===== src/rtl/program_sequencer.sv =====
// ---------------------------------------------------------------------------
// program_sequencer
//
// Instruction-address sequencer with a call stack, a hardware loop stack and
// a three-state control FSM (RUN / HALTED / FAULT).
//
// Ports
//   clk         in   clock, all state updates on the rising edge
//   rst         in   synchronous active-high reset
//   op          in   decoded opcode (SEQ JUMP BR CALL RET LOOP ENDL HALT)
//   target      in   absolute address for JUMP / CALL
//   rel         in   signed relative offset for BR
//   loop_count  in   iteration count for LOOP (0 is treated as 1)
//   cond        in   branch condition for BR
//   stall       in   freeze all sequencer state for this cycle
//   resume      in   leave HALTED
//   pc          out  registered program counter
//   next_pc     out  combinational value pc takes at the next edge
//   call_level  out  occupied call stack entries
//   loop_level  out  occupied loop stack entries
//   halted      out  high in HALTED
//   fault       out  high in FAULT
//   fault_code  out  0 call overflow, 1 return underflow,
//                    2 loop overflow, 3 loop underflow
// ---------------------------------------------------------------------------
module program_sequencer #(
    parameter int PC_W       = 10,
    parameter int CALL_DEPTH = 16,
    parameter int LOOP_DEPTH = 4,
    parameter int REL_W      = 8,
    parameter int CNT_W      = 8
) (
    input  logic                          clk,
    input  logic                          rst,
    input  logic [2:0]                    op,
    input  logic [PC_W-1:0]               target,
    input  logic [REL_W-1:0]              rel,
    input  logic [CNT_W-1:0]              loop_count,
    input  logic                          cond,
    input  logic                          stall,
    input  logic                          resume,
    output logic [PC_W-1:0]               pc,
    output logic [PC_W-1:0]               next_pc,
    output logic [$clog2(CALL_DEPTH):0]   call_level,
    output logic [$clog2(LOOP_DEPTH):0]   loop_level,
    output logic                          halted,
    output logic                          fault,
    output logic [1:0]                    fault_code
);

    localparam int CA_W = $clog2(CALL_DEPTH);
    localparam int LA_W = $clog2(LOOP_DEPTH);

    localparam logic [CA_W:0] CALL_FULL = (CA_W+1)'(CALL_DEPTH);
    localparam logic [LA_W:0] LOOP_FULL = (LA_W+1)'(LOOP_DEPTH);

    localparam logic [2:0] OP_SEQ  = 3'd0;
    localparam logic [2:0] OP_JUMP = 3'd1;
    localparam logic [2:0] OP_BR   = 3'd2;
    localparam logic [2:0] OP_CALL = 3'd3;
    localparam logic [2:0] OP_RET  = 3'd4;
    localparam logic [2:0] OP_LOOP = 3'd5;
    localparam logic [2:0] OP_ENDL = 3'd6;
    localparam logic [2:0] OP_HALT = 3'd7;

    localparam logic [1:0] FC_CALL_OVF  = 2'd0;
    localparam logic [1:0] FC_RET_UNF   = 2'd1;
    localparam logic [1:0] FC_LOOP_OVF  = 2'd2;
    localparam logic [1:0] FC_LOOP_UNF  = 2'd3;

    typedef enum logic [1:0] {
        ST_RUN    = 2'd0,
        ST_HALTED = 2'd1,
        ST_FAULT  = 2'd2
    } state_e;

    state_e              state_q, state_d;
    logic [PC_W-1:0]     pc_q, pc_d;
    logic [CA_W:0]       call_level_q, call_level_d;
    logic [LA_W:0]       loop_level_q, loop_level_d;
    logic [1:0]          fault_code_q, fault_code_d;

    // Stack storage; contents are don't-care above the level pointers,
    // so they carry no reset.
    logic [PC_W-1:0]     call_stack_q [CALL_DEPTH];
    logic [PC_W-1:0]     loop_start_q [LOOP_DEPTH];
    logic [CNT_W-1:0]    loop_cnt_q   [LOOP_DEPTH];

    logic                call_push_s;
    logic                loop_push_s;
    logic                loop_dec_s;
    logic [PC_W-1:0]     pc_inc_s;
    logic [PC_W-1:0]     rel_ext_s;
    logic [CA_W-1:0]     call_push_idx_s;
    logic [CA_W-1:0]     call_top_idx_s;
    logic [LA_W-1:0]     loop_push_idx_s;
    logic [LA_W-1:0]     loop_top_idx_s;
    logic [CNT_W-1:0]    loop_top_cnt_s;
    logic [CNT_W-1:0]    loop_new_cnt_s;

    assign pc_inc_s        = pc_q + PC_W'(1);
    // Sized cast of a signed value sign-extends rel to PC_W.
    assign rel_ext_s       = PC_W'($signed(rel));
    // Level counts entries, so the push slot is the level and the top is one below.
    assign call_push_idx_s = call_level_q[CA_W-1:0];
    assign call_top_idx_s  = call_push_idx_s - CA_W'(1);
    assign loop_push_idx_s = loop_level_q[LA_W-1:0];
    assign loop_top_idx_s  = loop_push_idx_s - LA_W'(1);
    assign loop_top_cnt_s  = loop_cnt_q[loop_top_idx_s];
    assign loop_new_cnt_s  = (loop_count == {CNT_W{1'b0}}) ? CNT_W'(1) : loop_count;

    // Next-state decode: pc, levels, FSM state and stack write strobes.
    always_comb begin
        pc_d         = pc_q;
        state_d      = state_q;
        call_level_d = call_level_q;
        loop_level_d = loop_level_q;
        fault_code_d = fault_code_q;
        call_push_s  = 1'b0;
        loop_push_s  = 1'b0;
        loop_dec_s   = 1'b0;

        if (stall) begin
            pc_d = pc_q;
        end else begin
            case (state_q)
                ST_RUN: begin
                    case (op)
                        OP_SEQ:  pc_d = pc_inc_s;
                        OP_JUMP: pc_d = target;
                        OP_BR: begin
                            if (cond) begin
                                pc_d = pc_q + rel_ext_s;
                            end else begin
                                pc_d = pc_inc_s;
                            end
                        end
                        OP_CALL: begin
                            if (call_level_q == CALL_FULL) begin
                                state_d      = ST_FAULT;
                                fault_code_d = FC_CALL_OVF;
                            end else begin
                                call_push_s  = 1'b1;
                                call_level_d = call_level_q + (CA_W+1)'(1);
                                pc_d         = target;
                            end
                        end
                        OP_RET: begin
                            if (call_level_q == '0) begin
                                state_d      = ST_FAULT;
                                fault_code_d = FC_RET_UNF;
                            end else begin
                                call_level_d = call_level_q - (CA_W+1)'(1);
                                pc_d         = call_stack_q[call_top_idx_s];
                            end
                        end
                        OP_LOOP: begin
                            if (loop_level_q == LOOP_FULL) begin
                                state_d      = ST_FAULT;
                                fault_code_d = FC_LOOP_OVF;
                            end else begin
                                loop_push_s  = 1'b1;
                                loop_level_d = loop_level_q + (LA_W+1)'(1);
                                pc_d         = pc_inc_s;
                            end
                        end
                        OP_ENDL: begin
                            if (loop_level_q == '0) begin
                                state_d      = ST_FAULT;
                                fault_code_d = FC_LOOP_UNF;
                            end else if (loop_top_cnt_s > CNT_W'(1)) begin
                                loop_dec_s = 1'b1;
                                pc_d       = loop_start_q[loop_top_idx_s];
                            end else begin
                                loop_level_d = loop_level_q - (LA_W+1)'(1);
                                pc_d         = pc_inc_s;
                            end
                        end
                        OP_HALT: state_d = ST_HALTED;
                        default: pc_d = pc_inc_s;
                    endcase
                end
                ST_HALTED: begin
                    if (resume) begin
                        state_d = ST_RUN;
                        pc_d    = pc_inc_s;
                    end else begin
                        state_d = ST_HALTED;
                    end
                end
                ST_FAULT: state_d = ST_FAULT;
                default:  state_d = ST_FAULT;
            endcase
        end
    end

    // Control FSM and architectural registers; reset overrides everything.
    always_ff @(posedge clk) begin
        if (rst) begin
            state_q      <= ST_RUN;
            pc_q         <= '0;
            call_level_q <= '0;
            loop_level_q <= '0;
            fault_code_q <= 2'd0;
        end else begin
            state_q      <= state_d;
            pc_q         <= pc_d;
            call_level_q <= call_level_d;
            loop_level_q <= loop_level_d;
            fault_code_q <= fault_code_d;
        end
    end

    // Stack storage writes; suppressed while reset is asserted.
    always_ff @(posedge clk) begin
        if (!rst) begin
            if (call_push_s) begin
                call_stack_q[call_push_idx_s] <= pc_inc_s;
            end
            if (loop_push_s) begin
                loop_start_q[loop_push_idx_s] <= pc_inc_s;
                loop_cnt_q[loop_push_idx_s]   <= loop_new_cnt_s;
            end else if (loop_dec_s) begin
                loop_cnt_q[loop_top_idx_s]    <= loop_top_cnt_s - CNT_W'(1);
            end
        end
    end

    assign pc         = pc_q;
    assign next_pc    = pc_d;
    assign call_level = call_level_q;
    assign loop_level = loop_level_q;
    assign fault_code = fault_code_q;
    assign halted     = (state_q == ST_HALTED);
    assign fault      = (state_q == ST_FAULT);

endmodule


===== config.mk =====
export PLATFORM = sky130hd
export DESIGN_NAME = program_sequencer
export DESIGN_NICKNAME = d
export VERILOG_FILES = /design/src/rtl/program_sequencer.sv
export SDC_FILE = /design/constraint.sdc
export NUM_CORES = 1
export LEC_CHECK = 0
export CAP_MARGIN = 10
export CORE_MARGIN = 10
export CORE_UTILIZATION = 31
export CTS_BUF_LIST = sky130_fd_sc_hd__clkbuf_4 sky130_fd_sc_hd__clkbuf_8
export DETAILED_ROUTE_END_ITERATION = 10
export MAX_ROUTING_LAYER = met4
export PLACE_DENSITY_LB_ADDON = 0.3
export SYNTH_ARGS = -nofsm -noshare
export SYNTH_HDL_FRONTEND = slang
export SYNTH_SLANG_ARGS = --single-unit

===== constraint.sdc =====
create_clock -name clk -period 7.2 [get_ports clk]
set_input_delay 1.44 -clock clk [delete_from_list [all_inputs] [get_ports clk]]
set_output_delay 1.44 -clock clk [all_outputs]
set_load 0.03 [all_outputs]

==> results.sh, run 1 <==
# physical design summary
export IMPL_synth_distinct_cells=64
export IMPL_ys_cells=821
export IMPL_synth_seq_cells=254
export IMPL_synthTopCellsByArea="edfxtp_1 (59%), mux4_2 (12%), dfxtp_1 (3.7%)"
export IMPL_cts_tree="built"
export IMPL_clock_latency_ns=0.57
export IMPL_rsz0062_at_grt="false"
export IMPL_status="complete, no violations"
export IMPL_power_density_nw_per_um2=232
export IMPL_cp_buffers_inverters=3
export IMPL_yosysTopAreaCell="edfxtp_1"
export IMPL_cts_resized=0
export IMPL_synthesis_nets=882
export IMPL_p_sw_share_pct=24.0
export IMPL_cts_made_buffers=44
export IMPL_viasPerCell=5.12
export IMPL_synth_top_area_share_pct=58.9
export IMPL_regArea_um2=7410
export IMPL_clock_buffers=58
export IMPL_adder_share_pct=3.05
export IMPL_grt_pass1_vias=7482
export IMPL_fin_worst_skew_ns=0.0314
export IMPL_drv_cap=0
export IMPL_clk_share_pct=6.36
export IMPL_yosys_area_share_aoi_pct=7.29
export IMPL_internal_power_mw=2.47
export IMPL_synth_cells=821
run 1: routing by layer:
layer	global-route usage, %	vias up
li1	-	3400
met1	17.8	3758
met2	21.2	233
met3	2.72	59
met4	4.67	0
met5	-	-
run 1: final timing paths:
check                                    from          endpoint  slack, ns  depth (start not counted)
worst max-delay path            loop_level[1]        next_pc[7]       0.65                         11
worst min-delay path            fault_code[0]     fault_code[0]       0.49                          2
worst max register to register  loop_level[1]  loop_cnt_q[2][3]       2.46                         10
worst min register to register  fault_code[0]     fault_code[0]       0.49                          2
run 1: worst reg2reg max path: cells and delay by family, from the launching register on:
family | cells | cell delay [ns]
compound gates | 2 | 1.04
fa+ha+maj | 2 | 0.78
buf+inv | 1 | 0.18
flops | 1 | 0.47
mux | 1 | 0.41
simple gates | 4 | 1.47
run 1: placed cells by master (no fill, tap or decap), types with 12 or more instances in the layout:
cell and n:
nand3_1 28, nor2_1 50, nor3_1 18, xor2_1 13, mux4_2 62, ha_1 24
clkbuf_4 12, dfxtp_1 21, edfxtp_1 232, xnor2_1 16, a21oi_1 26, clkdlybuf4s50_1 64
inv_1 25, nand2_1 70, nor2b_1 15, clkbuf_8 46, buf_4 20, o21ai_0 30
run 1: power by group through the flow:
stage          logic [mW]  clock network [mW]  registers [mW]
4_1_cts             0.295                1.35            1.63
2_1_floorplan       0.176                   0            1.66
3_5_place_dp        0.294                   0            1.66
5_1_grt             0.317                1.42            1.63
6_report            0.294                1.32            1.63
3_3_place_gp        0.294                   0            1.66
run 1: registers in the layout (all words and copies together), names as in the netlist:
signal and count:
call_stack_q 160, loop_start_q 40, loop_cnt_q 32, pc 10
call_level 5, loop_level 3, fault_code 2, state_q 2
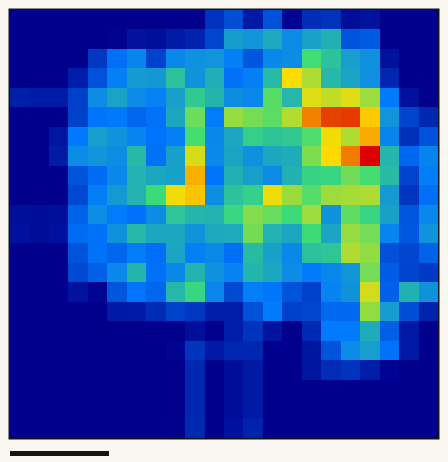
**Above:** run 1 (wiring heat map).
Bar = 50 um. 22 x 22 tiles, from dark blue (low) to red (high), scaled to the fullest tile. Values are wire area over tile area, all layers added.
tiles over half the peak	10%
emptiest ninth of the die	south-west
nearly empty tiles	33%
mean over tiles	0.11
routed wire length: 31900 um
via count: 7450
WL/cell: 21.9 um
GRT Overall Usage: 13.8%

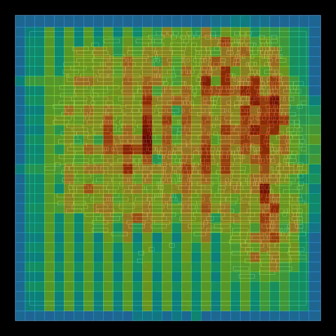
**Above:** run 1 (track usage over the die).
M1 GR Usage: 17.8%
grt peak-use layer: met2
met2 usage: 21.2%
Final Core Density: 37.2%

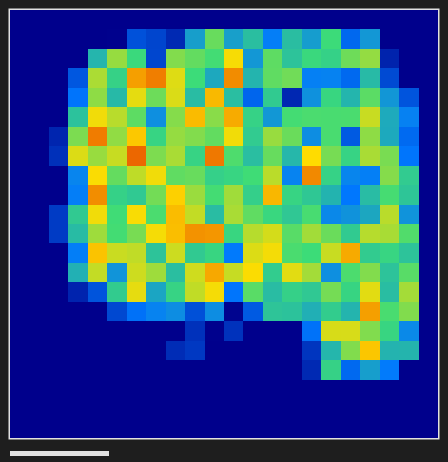
**Above:** run 1 (local utilization).
Bar = 50 um. 22 x 22 tiles, from dark blue (low) to red (high), 0 to 100% covered.
emptiest ninth of the die	south-west
mean over tiles	29%
tiles over 75% full	4.8%
Core Area: 37700 um^2
FP Util: 31.4%

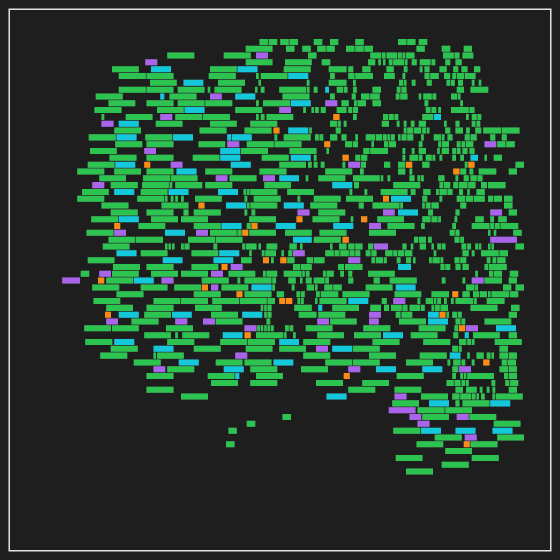
**Above:** run 1 (cells by drive strength).
colour	size	cells	most used
green	x1 and smaller	785	edfxtp_1
cyan	x2	74	mux4_2
purple	x6 and larger	52	clkbuf_8
orange	x3 and x4	32	buf_4
Area growth syn-to-layout: 18.4%
Design Area, Final: 14000 um^2

**Run 1: cells coloured by class**

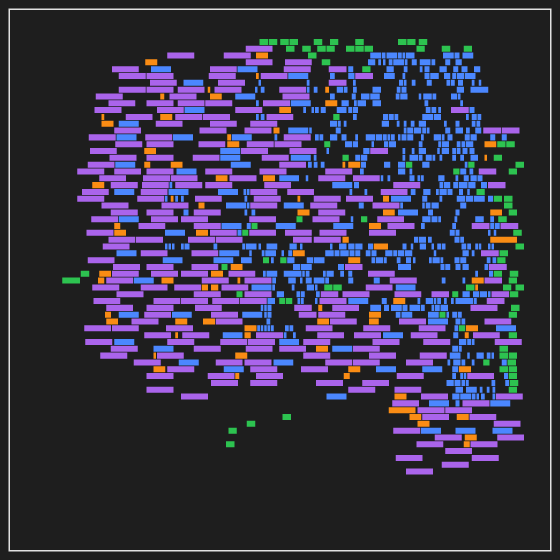

==> inputs of run 2 (changes only) <==
Settings changed: CORE_MARGIN 10 to 1, CTS_CLUSTER_DIAMETER from default to 150.
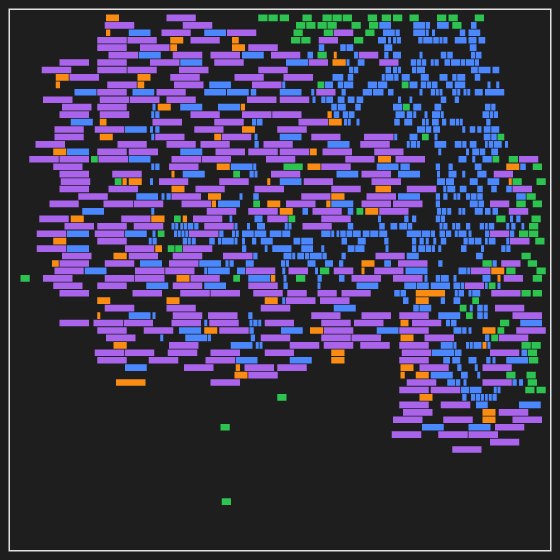
**Above:** run 2 (cells coloured by class).
colour	class	cells	share of their area
orange	clock drivers and dummy loads	77	6.5%
blue	remaining logic cells	524	32%
green	remaining buffers and delay cells	89	6.3%
purple	registers	254	55%
Cell Rows: 71
Final Core Density: 37.3%
Design Area, Final: 14000 um^2

==> run 2 against run 1 <==
Compared with the run above:
- clock skew is 0.0019 ns higher
- worst setup slack better by 0.16 ns
- final cell count hardly changed
- flip-flop count stayed put
- critical path depth is 2 higher
- routed wire length is 4.7% lower
- sequential power hardly changed
- register-to-register slack better by 0.04 ns
- via count hardly changed
- utilization is 0.091 points higher
- largest cell class unchanged
- synthesized cell count stayed put
- clock power hardly changed
==> results.sh, run 2 <==
# physical design summary
export IMPL_synthesis_nets=882
export IMPL_power_density_nw_per_um2=229
export IMPL_final_cell_mix="edfxtp_1 (232), nand2_1 (70), clkdlybuf4s50_1 (65)"
export IMPL_hold_depth=2
export IMPL_synth_top_area_share_pct=58.9
export IMPL_cp_buffers_inverters=3
export IMPL_cp_depth=13
export IMPL_synth_seq_cells=254
export IMPL_rsz0062_at_grt="false"
export IMPL_grt_pass1_vias=7610
export IMPL_core_um2=37600
export IMPL_synth_cells=821
export IMPL_lay_top_count="edfxtp_1"
export IMPL_yosysTopAreaCell="edfxtp_1"
export IMPL_synthTopCellsByArea="edfxtp_1 (59%), mux4_2 (12%), dfxtp_1 (3.7%)"
export IMPL_fp_utilization_pct=31.5
export IMPL_clock_latency_ns=0.57
export IMPL_cts_made_buffers=43
export IMPL_fin_worst_skew_ns=0.0333
export IMPL_status="complete, no violations"
export IMPL_dr_total_vias=7447
export IMPL_ys_cells=821
export IMPL_cts_resized=0
export IMPL_r2r_cells=11
export IMPL_grt_usage_pct=16.4
run 2: cell families (layout without fill, tap and decap cells):
family | Yosys count | after routing | share of synthesized area, %
AND-OR/OR-AND | 129 | 129 | 7.29
XOR/XNOR | 29 | 29 | 2.15
adder cells (fa/ha/maj) | 27 | 27 | 3.05
buffers and inverters | 68 | 191 | 2.27
flip-flops | 254 | 254 | 62.6
multiplexers | 65 | 65 | 12.1
AND/OR/NAND/NOR | 249 | 249 | 10.6
run 2: power breakdown:
group | switching (mW) | total (mW) | internal (mW)
clock | 0.585 | 1.29 | 0.706
sequential | 0.0132 | 1.63 | 1.62
combinational | 0.172 | 0.290 | 0.118
total | 0.770 | 3.21 | 2.44
run 2: worst min-delay path, cell delays in order, from the launching register on:
cell and delay, ns:
dfxtp_1 0.31, o21ai_0 0.07, a21oi_1 0.06
run 2: worst paths after layout:
kind,from,slack [ns],endpoint
setup / recovery,loop_level[1],0.81,next_pc[7]
hold / removal,fault_code[1],0.49,fault_code[1]
setup reg to reg,loop_level[1],2.50,loop_cnt_q[2][6]
hold reg to reg,fault_code[1],0.49,fault_code[1]
run 2: layout make-up:
cell class	instances	area, um^2
clock buffer	53	686
fill	3585	23600
tap	511	639
sequential	254	7410
timing repair buffer	89	843
inverter	25	93.8
clock inverter	24	179
multi-input combinational	499	4160
run 2: layer usage:
layer	vias up	track usage (%)
met1	3779	22.1
met3	43	2.73
met2	222	25.9
met4	0	3.82
met5	-	-
li1	3403	-
**Run 2: track usage over the die**

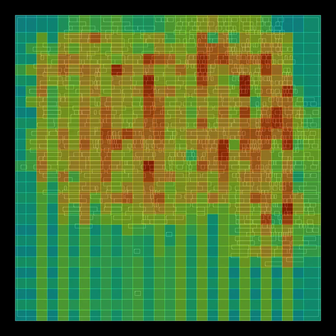

==> inputs of run 3 (changes only) <==
Settings changed: CORE_UTILIZATION 31 to 30, PLACE_DENSITY_LB_ADDON 0.3 to default.
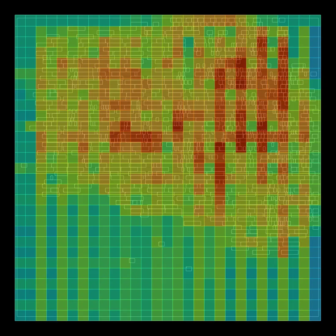
**Above:** run 3 (track usage over the die).
WL/cell: 21.4 um
M1 GR Usage: 21.5%
GRT Overall Usage: 16.0%
met2 usage: 25.1%
Final Core Density: 36.1%

==> run 3 against run 2 <==
Compared with the run above:
- global-route usage fell by 0.45 points
- sequential share of layout area about the same
- final cell count rose by 0.41%
- flip-flop count is the same
- maximum frequency is 3.5% lower
- combinational power barely moved
- register-to-register slack lost 0.28 ns
- cell area is essentially flat
- clock power hardly changed
- critical path type unchanged
- critical endpoint is now next_pc[9]
- largest power group unchanged
==> results.sh, run 3 <==
# physical design summary
export IMPL_status="complete, no violations"
export IMPL_synthTopCellsByArea="edfxtp_1 (59%), mux4_2 (12%), dfxtp_1 (3.7%)"
export IMPL_cts_made_buffers=41
export IMPL_viasPerCell=5.12
export IMPL_busiest_layer="met2"
export IMPL_synth_seq_cells=254
export IMPL_rsz0062_at_grt="false"
export IMPL_n_fill_cell=3745
export IMPL_ys_cells=821
export IMPL_top_power_group="sequential cells"
export IMPL_cts_resized=0
export IMPL_p_switching_uw=764
export IMPL_reg_largest_list="call_stack_q: 160 flops, loop_start_q: 40 flops, loop_cnt_q: 32 flops"
export IMPL_globalRouteMet3Util_pct=2.66
export IMPL_rows=72
export IMPL_synth_cells=821
export IMPL_worstReg2RegEnd="loop_cnt_q[1][3]"
export IMPL_lay_top_count="edfxtp_1"
export IMPL_final_cell_mix="edfxtp_1 (232), nand2_1 (70), clkdlybuf4s50_1 (65)"
export IMPL_clock_latency_ns=0.57
export IMPL_hp_start="fault_code[1]"
export IMPL_clk_power_mw=1.31
export IMPL_power_share_sequential_pct=50.5
export IMPL_core_um2=38700
export IMPL_rrSetupSlack_ns=2.22
export IMPL_hold_end="fault_code[1]"
export IMPL_fp_utilization_pct=30.5
==> run 3: logic make-up (layout without fill, tap and decap cells) <==
| group | count (synthesis) | after routing | share of synthesized area (%) |
|---|---|---|---|
| compound gates | 129 | 129 | 7.29 |
| xor+xnor | 29 | 29 | 2.15 |
| fa+ha+maj | 27 | 27 | 3.05 |
| buf+inv | 68 | 190 | 2.27 |
| flops | 254 | 254 | 62.6 |
| mux | 65 | 65 | 12.1 |
| simple gates | 249 | 249 | 10.6 |
==> run 3: final cells by class <==
class / count / area share, %
Timing Repair Buffer: 89 / 5.93
Clock buffer: 57 / 4.93
Tap cell: 518 / 4.63
Clock inverter: 19 / 1.22
Multi-Input combinational cell: 499 / 29.7
Sequential cell: 254 / 52.9
Inverter: 25 / 0.670
==> run 3: per-stage QoR <==
| step | setup slack, ns | hold slack (ns) | util (%) | cell area, um^2 | total power, mW |
|---|---|---|---|---|---|
| floorplan | 0.678 | 0.603 | - | 11800 | 1.84 |
| global placement | 0.933 | 0.510 | 33.9 | 13100 | 1.95 |
| detailed placement | 0.930 | 0.513 | 33.9 | 13100 | 1.95 |
| CTS | 0.594 | 0.523 | 36.1 | 14000 | 3.27 |
| global route | 0.336 | 0.548 | 36.1 | 14000 | 3.35 |
| finish | 0.578 | 0.520 | 36.1 | 14000 | 3.23 |
==> run 3: worst max-delay path by stage <==
stage                  startpoint          to  slack [ns]  cells after the start
global route        loop_level[1]  next_pc[8]        0.34                     13
detailed placement          op[2]  next_pc[8]        0.93                      8
CTS                 loop_level[1]  next_pc[9]        0.59                     12
floorplan           loop_level[0]  next_pc[7]        0.68                     18
finish              loop_level[1]  next_pc[9]        0.58                     12
global placement            op[2]  next_pc[8]        0.93                      8
No activity file was given, so power comes from the tool's default toggle rates.
